[config.mk]
export PLATFORM = sky130hd
export DESIGN_NAME = key_conditioner
export DESIGN_NICKNAME = d
export VERILOG_FILES = /design/src/rtl/key_conditioner.sv
export SDC_FILE = /design/constraint.sdc
export NUM_CORES = 1
export LEC_CHECK = 0
export ABC_AREA = 0
export CORE_UTILIZATION = 59
export DETAILED_ROUTE_END_ITERATION = 8
export MAX_ROUTING_LAYER = met4
export PLACE_DENSITY = 0.76
export SLEW_MARGIN = 15
export SYNTH_ARGS = -nofsm -noshare
export SYNTH_HDL_FRONTEND = slang
export SYNTH_SLANG_ARGS = --single-unit
[constraint.sdc]
create_clock -name clk -period 3.2 [get_ports clk]
set_input_delay 0.48 -clock clk [delete_from_list [all_inputs] [get_ports clk]]
set_output_delay 0.48 -clock clk [all_outputs]
set_load 0.01 [all_outputs]
[src/rtl/key_conditioner.sv]
// Push-button conditioner: 2-flop sync, debounce, press/release pulses
// and a one-shot long-press pulse per key.
module key_conditioner #(
  parameter int N_KEYS         = 2,
  parameter int DEBOUNCE_TICKS = 20,
  parameter int HOLD_TICKS     = 1000
) (
  input  logic              clk,
  input  logic              rst,
  input  logic [N_KEYS-1:0] key_n,
  output logic [N_KEYS-1:0] pressed,
  output logic [N_KEYS-1:0] press_pulse,
  output logic [N_KEYS-1:0] release_pulse,
  output logic [N_KEYS-1:0] hold_pulse,
  output logic              any_pressed
);

  localparam int DW = $clog2(DEBOUNCE_TICKS) + 1;
  localparam int HW = $clog2(HOLD_TICKS) + 1;
  localparam logic [DW-1:0] DMAX = DW'(DEBOUNCE_TICKS - 1);
  localparam logic [HW-1:0] HMAX = HW'(HOLD_TICKS - 1);

  typedef enum logic [1:0] {
    RELEASED,
    PRESSED_COUNTING,
    HELD
  } hold_state_t;

  logic [N_KEYS-1:0] ff1, ff2;

  always_ff @(posedge clk) begin
    if (rst) begin
      ff1 <= '1;
      ff2 <= '1;
    end else begin
      ff1 <= key_n;
      ff2 <= ff1;
    end
  end

  for (genvar k = 0; k < N_KEYS; k++) begin : g_key
    logic [DW-1:0] db_cnt, db_cnt_nx;
    logic [HW-1:0] h_cnt, h_cnt_nx;
    hold_state_t   st, st_nx;
    logic          p_q, pp_q, rp_q, hp_q;
    logic          sync_p, flip, rise, fall, hold_nx;

    always_comb begin
      sync_p    = ~ff2[k];
      flip      = 1'b0;
      db_cnt_nx = '0;
      if (sync_p != p_q) begin
        if (db_cnt == DMAX) flip = 1'b1;
        else db_cnt_nx = db_cnt + 1'b1;
      end
      rise = flip & ~p_q;
      fall = flip & p_q;
    end

    // A release on the hold edge takes priority over the hold pulse.
    always_comb begin
      st_nx    = st;
      h_cnt_nx = h_cnt;
      hold_nx  = 1'b0;
      case (st)
        RELEASED: begin
          if (rise) begin
            st_nx    = PRESSED_COUNTING;
            h_cnt_nx = '0;
          end
        end
        PRESSED_COUNTING: begin
          if (fall) begin
            st_nx    = RELEASED;
            h_cnt_nx = '0;
          end else if (h_cnt == HMAX) begin
            st_nx   = HELD;
            hold_nx = 1'b1;
          end else begin
            h_cnt_nx = h_cnt + 1'b1;
          end
        end
        HELD: begin
          if (fall) begin
            st_nx    = RELEASED;
            h_cnt_nx = '0;
          end
        end
        default: begin
          st_nx    = RELEASED;
          h_cnt_nx = '0;
        end
      endcase
    end

    always_ff @(posedge clk) begin
      if (rst) begin
        db_cnt <= '0;
        h_cnt  <= '0;
        st     <= RELEASED;
        p_q    <= 1'b0;
        pp_q   <= 1'b0;
        rp_q   <= 1'b0;
        hp_q   <= 1'b0;
      end else begin
        db_cnt <= db_cnt_nx;
        h_cnt  <= h_cnt_nx;
        st     <= st_nx;
        p_q    <= p_q ^ flip;
        pp_q   <= rise;
        rp_q   <= fall;
        hp_q   <= hold_nx;
      end
    end

    assign pressed[k]       = p_q;
    assign press_pulse[k]   = pp_q;
    assign release_pulse[k] = rp_q;
    assign hold_pulse[k]    = hp_q;
  end

  assign any_pressed = |pressed;

endmodule

Fig. 1: drive-strength map
(4 px per um)
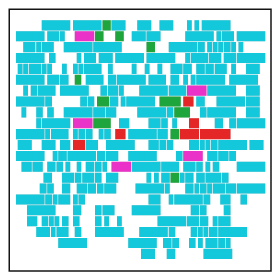
- green: x2 (cells 11; share 4.0%)
- cyan: x1 and smaller (cells 254; share 92%)
- red: x3 and x4 (cells 6; share 2.2%)
- magenta: x6 and larger (cells 5; share 1.8%)

Fig. 2: placed cells, one color a class
(8 px per um)
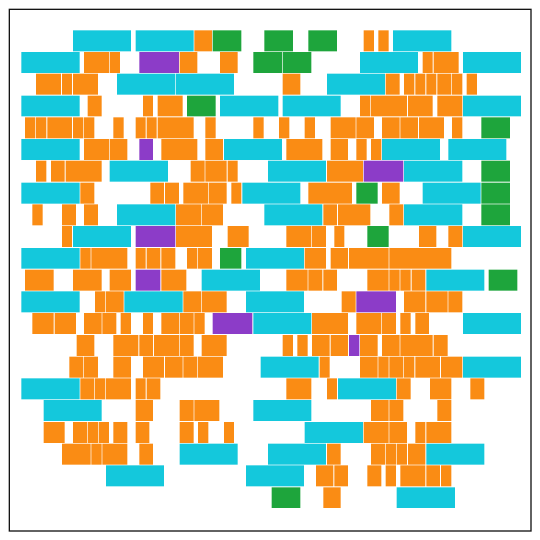
- cyan: registers (cells 50; share of their area 40%)
- orange: remaining logic cells (cells 203; share of their area 51%)
- purple: clock drivers and dummy loads (cells 8; share of their area 3.5%)
- green: remaining buffers and delay cells (cells 15; share of their area 5.7%)

Fig. 3: metal 3
(6 px per um) Cells faint in the background.
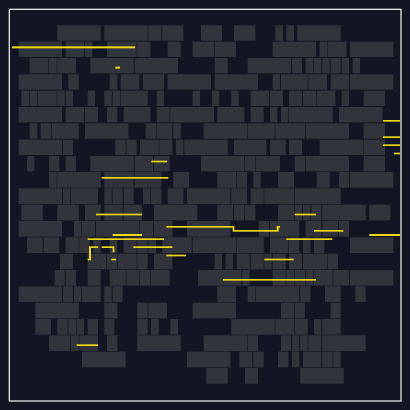
- longest straight run: 20.2 um
- nets with wire on the layer: 18

==> results.txt <==
status -> finished, final reports clean
post-synthesis average cell area -> 8.75 um2
synth unique cells -> 47
synthesized instance count -> 268
maximum achievable frequency -> 394 MHz
hold crit path type -> reg -> reg
Worst Setup SP -> g_key[1].db_cnt[0]
FP Rows -> 22
DR DRC count -> 0
via count -> 1896
DR iter-0 viols -> 125
main area contributors -> dfxtp_1 (43%), nor2_1 (5.0%), ha_1 (4.3%)
crit path max fanout -> 9
most used cell, CP -> ha_1
post_cts resized -> 0
CP required -> 3.44 ns
actual slew at the worst max-slew pin -> 0.808 ns
Max Used Layer -> met4
drt pass-1 iters -> 4
most used logic cell in the final layout -> dfxtp_1
Top Layout Cells -> dfxtp_1 (50), nor2_1 (31), nand2_1 (21), o21ai_0 (16), nor3_1 (15)
net switching power -> 0.215 mW
Commonest cells post-synth -> dfxtp_1 (50), nor2_1 (31), nand2_1 (21)
skew final -> 0.00862 ns
Max-Cap Viols -> 0
leading area contributor after synthesis -> dfxtp_1
clock-cell share of area -> 0.0339
DR WL met3 -> 144 um
fill cell count -> 318
leakage -> 0.901 nW
core area -> 3740 um2
drt via density -> 5.85
Sequential Power -> 0.626 mW
Die Span X -> 65.0 um
Critical Path Max Stage Delay -> 0.58 ns
Port Buffer Count -> 12
Post-CTS Hold Fix Bufs -> 0
fin. max-slew vios -> 0
WHS Path Cells -> 1
met2 wire length -> 1.98 mm
area of the chip -> 4230 um2
Seq pwr share -> 0.625
CTS tree -> built
Final ANT Viol Nets -> 0
WP depth -> 10
Final min period -> 2.54 ns
largest net degree at the start of global routing -> 29
number of global-route vias before repair -> 1745
Seq share, synth -> 0.427
tool warning count -> 28
max reg flops -> 22
Most Crowded Layer GR -> met2
layout cell share with drive strength beyond 1 -> 0.0797
clock sink count -> 50
Comb group -> 0.0193 mW
NumNets Final -> 287
Signal buf overhead -> 0.0560
ys cells -> 268
Top reg by flops -> g_key.h_cnt
FF+latch area -> 1000 um2
net count after synthesis -> 280
first-pass GRT wire length -> 7.38 mm
per-cell routed wire length -> 13.0 um
count of non-CTS buffers in the layout -> 15
GRT met2 Usage -> 0.378
logic gate share of total power -> 0.019
final timing paths:
path,to,slack [ns]
max,g_key[1].h_cnt[9],0.66
max reg2reg,g_key[1].h_cnt[9],0.66
min reg2reg,ff2[0],0.42
min,ff2[0],0.42
logic make-up after synthesis:
logic type / count (synthesis) / synth area share
fa+ha+maj: 8 / 0.0427
mux: 1 / 0.00480
flops: 50 / 0.427
compound gates: 54 / 0.154
buf+inv: 23 / 0.0496
simple gates: 122 / 0.284
xor+xnor: 10 / 0.0374
through the flow:
step	setup slack [ns]	std cells	power (mW)	instance area, um2
6_report	0.659	324	1.00	2550
5_1_grt	0.435	324	1.04	2550
4_1_cts	0.645	324	1.02	2550
3_5_place_dp	0.663	316	0.660	2460
3_3_place_gp	0.743	316	0.660	2460
2_1_floorplan	0.895	268	0.652	2340
Power figures rest on the tool's default switching activity, not on a simulated workload.
